### src/rtl/i2c_arb_pkg.sv
// rtl/i2c_arb_pkg.sv - shared types and constants for the i2c_master arbiter
package i2c_arb_pkg;

  typedef enum logic [1:0] {
    IDLE = 2'd0,
    BUSY = 2'd1,
    DONE = 2'd2
  } arb_state_t;

  localparam int NUM_REQ            = 2;
  localparam int TIMEOUT_CYCLES_DEF = 4096;

endpackage

### src/rtl/i2c_rr_pick.sv
// rtl/i2c_rr_pick.sv - combinational two-way round-robin picker
module i2c_rr_pick
  import i2c_arb_pkg::*;
(
  input  logic [NUM_REQ-1:0] req,
  input  logic               last,
  output logic [NUM_REQ-1:0] pick,
  output logic               valid
);

  always_comb begin
    pick  = '0;
    valid = |req;
    case (req)
      2'b01:   pick = 2'b01;
      2'b10:   pick = 2'b10;
      // on a tie the requester that did not win last time goes first
      2'b11:   pick = last ? 2'b01 : 2'b10;
      default: pick = 2'b00;
    endcase
  end

endmodule

### src/rtl/i2c_arbiter.sv
// rtl/i2c_arbiter.sv - two-requester arbiter and sequencer for i2c_master
// Optional BUSY watchdog compiled in with I2C_ARB_TIMEOUT_EN.
module i2c_arbiter
  import i2c_arb_pkg::*;
#(
  parameter int TIMEOUT_CYCLES = TIMEOUT_CYCLES_DEF,
  parameter int CNT_W          = 13
) (
  input  logic               clk,
  input  logic               rst,
  input  logic [NUM_REQ-1:0] req,
  input  logic [NUM_REQ-1:0] rw,
  input  logic [7:0]         wdata0,
  input  logic [7:0]         wdata1,
  output logic [NUM_REQ-1:0] gnt,
  output logic [NUM_REQ-1:0] done,
  output logic               err,
  output logic [7:0]         rdata,
  output logic               m_enable,
  output logic               m_read_write,
  output logic [7:0]         m_data_write,
  input  logic [7:0]         m_data,
  input  logic               m_done
);

  arb_state_t         state_q, state_n;
  logic               win_q, win_n;
  logic               last_q, last_n;
  logic [NUM_REQ-1:0] gnt_n, done_n;
  logic               err_n;
  logic [7:0]         rdata_n;
  logic               men_n, mrw_n;
  logic [7:0]         mdw_n;
  logic [NUM_REQ-1:0] pick;
  logic               pick_valid;
  logic               timeout_hit;

  i2c_rr_pick u_pick (
    .req   (req),
    .last  (last_q),
    .pick  (pick),
    .valid (pick_valid)
  );

`ifdef I2C_ARB_TIMEOUT_EN
  logic [CNT_W-1:0] cnt_q, cnt_n;
  assign timeout_hit = (cnt_q == CNT_W'(TIMEOUT_CYCLES - 1));
`else
  assign timeout_hit = 1'b0;
`endif

  always_comb begin
    state_n = state_q;
    win_n   = win_q;
    last_n  = last_q;
    gnt_n   = gnt;
    done_n  = '0;
    err_n   = 1'b0;
    rdata_n = rdata;
    men_n   = m_enable;
    mrw_n   = m_read_write;
    mdw_n   = m_data_write;
`ifdef I2C_ARB_TIMEOUT_EN
    cnt_n   = cnt_q;
`endif
    case (state_q)
      IDLE: begin
        if (pick_valid) begin
          state_n = BUSY;
          gnt_n   = pick;
          win_n   = pick[1];
          men_n   = 1'b1;
          mrw_n   = pick[1] ? rw[1] : rw[0];
          mdw_n   = pick[1] ? wdata1 : wdata0;
`ifdef I2C_ARB_TIMEOUT_EN
          cnt_n   = '0;
`endif
        end
      end
      BUSY: begin
`ifdef I2C_ARB_TIMEOUT_EN
        cnt_n = cnt_q + 1'b1;
`endif
        // m_done takes priority over a coincident timeout
        if (m_done || timeout_hit) begin
          state_n = DONE;
          done_n  = win_q ? 2'b10 : 2'b01;
          err_n   = !m_done;
          gnt_n   = '0;
          men_n   = 1'b0;
          if (m_done && m_read_write) rdata_n = m_data;
        end
      end
      DONE: begin
        last_n  = win_q;
        state_n = IDLE;
      end
      default: state_n = IDLE;
    endcase
  end

  always_ff @(posedge clk or negedge rst) begin
    if (!rst) begin
      state_q      <= IDLE;
      win_q        <= 1'b0;
      last_q       <= 1'b1;
      gnt          <= '0;
      done         <= '0;
      err          <= 1'b0;
      rdata        <= 8'h00;
      m_enable     <= 1'b0;
      m_read_write <= 1'b0;
      m_data_write <= 8'h00;
`ifdef I2C_ARB_TIMEOUT_EN
      cnt_q        <= '0;
`endif
    end else begin
      state_q      <= state_n;
      win_q        <= win_n;
      last_q       <= last_n;
      gnt          <= gnt_n;
      done         <= done_n;
      err          <= err_n;
      rdata        <= rdata_n;
      m_enable     <= men_n;
      m_read_write <= mrw_n;
      m_data_write <= mdw_n;
`ifdef I2C_ARB_TIMEOUT_EN
      cnt_q        <= cnt_n;
`endif
    end
  end

endmodule

### config.mk
export PLATFORM = sky130hd
export DESIGN_NAME = i2c_arbiter
export DESIGN_NICKNAME = d
export VERILOG_FILES = /design/src/rtl/i2c_arb_pkg.sv /design/src/rtl/i2c_rr_pick.sv /design/src/rtl/i2c_arbiter.sv
export SDC_FILE = /design/constraint.sdc
export NUM_CORES = 1
export LEC_CHECK = 0
export CORE_MARGIN = 2
export CORE_UTILIZATION = 41
export CTS_CLUSTER_DIAMETER = 100
export DETAILED_ROUTE_END_ITERATION = 10
export PLACE_DENSITY = 0.82
export SKIP_LAST_GASP = 1
export SLEW_MARGIN = 10
export SYNTH_ARGS = -nofsm -noshare
export SYNTH_HDL_FRONTEND = slang
export SYNTH_SLANG_ARGS = --single-unit
### constraint.sdc
create_clock -name clk -period 1.5 [get_ports clk]
set_input_delay 0.375 -clock clk [delete_from_list [all_inputs] [get_ports clk]]
set_output_delay 0.375 -clock clk [all_outputs]
set_load 0.05 [all_outputs]
Clock network drawn from the DEF:
Scale bar: 20 µm.
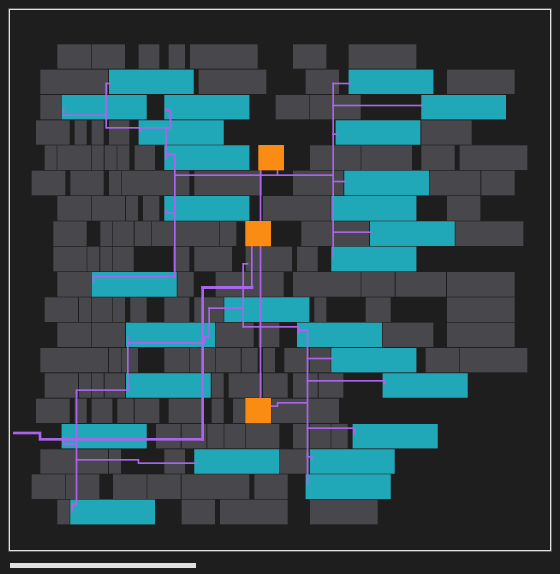
clock wires -> purple  # length 290 µm
clock drivers -> orange  # count 3
flip-flops -> cyan  # count 26
routed clock nets = 4

Clock wiring as the flow saved it:
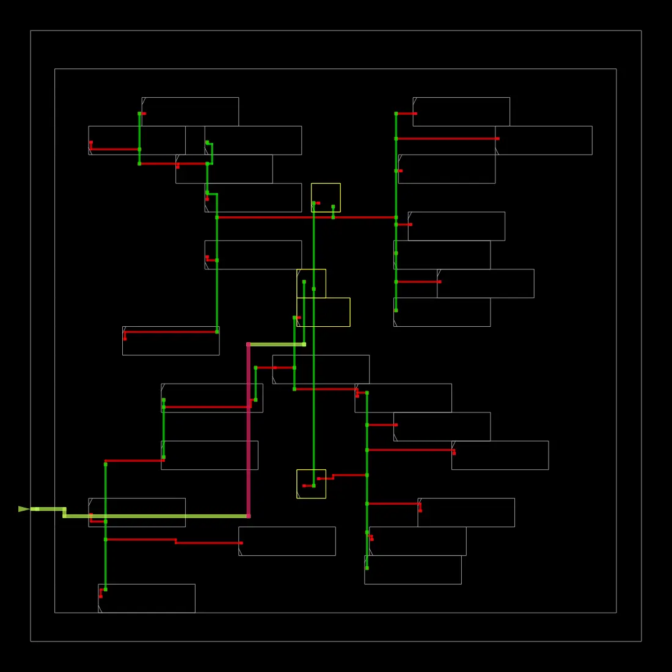
Max Clock Skew: 0.005580 ns
final-layout clock buffer total: 4
number of buffers created by CTS: 3
Clock group: 0.354 mW
Late-Pin Clk Latency: 0.32 ns

Sizing map:
Scale bar: 20 µm.
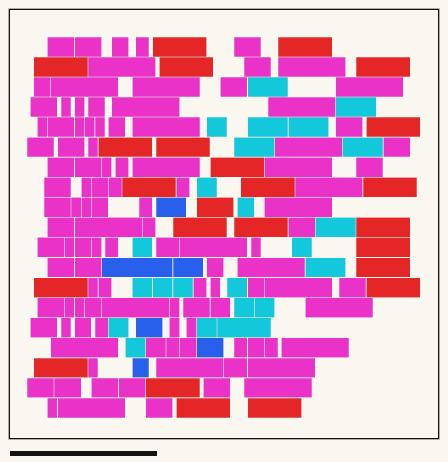
_6 and larger -> red  # cells 24, share 15%
_2 cells -> blue  # cells 6, share 3.7%
_3 and _4 cells -> cyan  # cells 23, share 14%
_0 and _1 cells -> magenta  # cells 110, share 67%

Where the registers sit:
Other sequential cells in the stronger gray, the rest of the logic in the fainter gray.
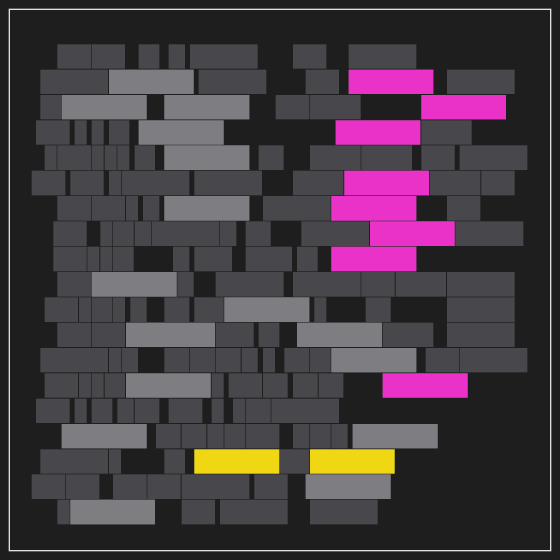
rdata -> magenta  # flops 8
gnt -> yellow  # flops 2
not colored = 16

Gate families picked out:
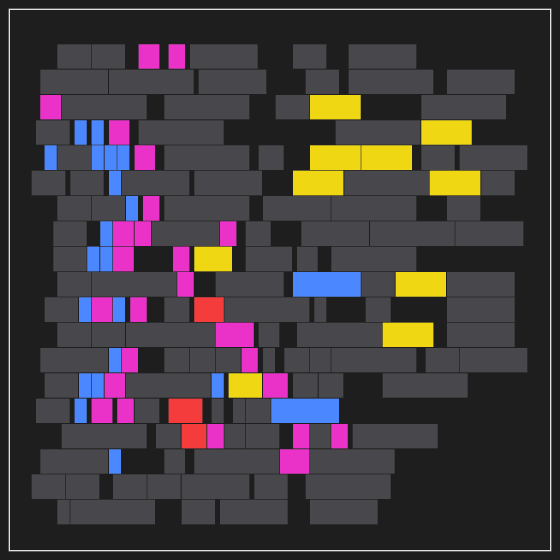
AND-OR and OR-AND gates -> red  # cells 3
multiplexers -> yellow  # cells 10, most used mux2_4
inverting AOI/OAI gates -> magenta  # cells 25
NAND gates -> blue  # cells 21, most used nand2_1

==> Slide: Implementation Results <==
Key Metrics from the Run

Final timing
  – Minimum setup slack in the final design: 0.09462 ns
  – Fmax achieved: 711.5 MHz
  – Final-report hold violation count: 0
  – Count of endpoints failing setup in the final report: 0

Status
  – Status: finished, final reports clean

Placement
  – Worst-case setup slack after placement: -0.1760 ns
  – Placed standard-cell area: 2001 µm²
  – Placed cell count: 190

Pwr
  – Pint: 2.673 mW
  – Switch share: 0.4332

Finish
  – Fraction of area in multi-input gates: 0.2396
  – Layout overhead on the synthesized area: 70.11%
  – Total of fill cells in the finished design: 199
  – Count of flip-flops and latches: 26
  – Most numerous logic cells after layout: sky130_fd_sc_hd__clkdlybuf4s50_1, sky130_fd_sc_hd__dfrtp_1, sky130_fd_sc_hd__buf_12

Worst setup path
  – Required time reported for the critical path endpoint: 1.12 ns
  – Critical path's top delay family: flip-flops
  – Critical Path, Cell by Cell: buf_12

Floorplan
  – Area of the die: 3369 µm²
  – Pre-placement core utilization: 0.4342

Logic synthesis
  – Cell type contributing the most total cell area after synthesis: sky130_fd_sc_hd__dfrtp_1
  – Number of synthesized flops with an enable pin: 0
  – Cell count in the Yosys report: 103
  – Post-synthesis share of cell area spent on and-or and or-and gates: 0.1463
  – Simple-Gate Area Share: 0.1400
  – Synth Flop Type: sky130_fd_sc_hd__dfrtp_1

Route
  – Drc violations: 0
  – Detailed route wirelength on metal3: 237 µm
  – Highest metal used: met4
  – First-pass detailed-route iteration total: 4
  – Length of routed wiring on met1: 1.092 mm

Clock tree
  – Clock Root Buffer: sky130_fd_sc_hd__clkbuf_4

Hold path
  – Worst hold path type: input pin to async pin

Global route
  – Number of antenna violations at the first check in global routing: 0
Power figures rest on the tool's default switching activity, not on a simulated workload.
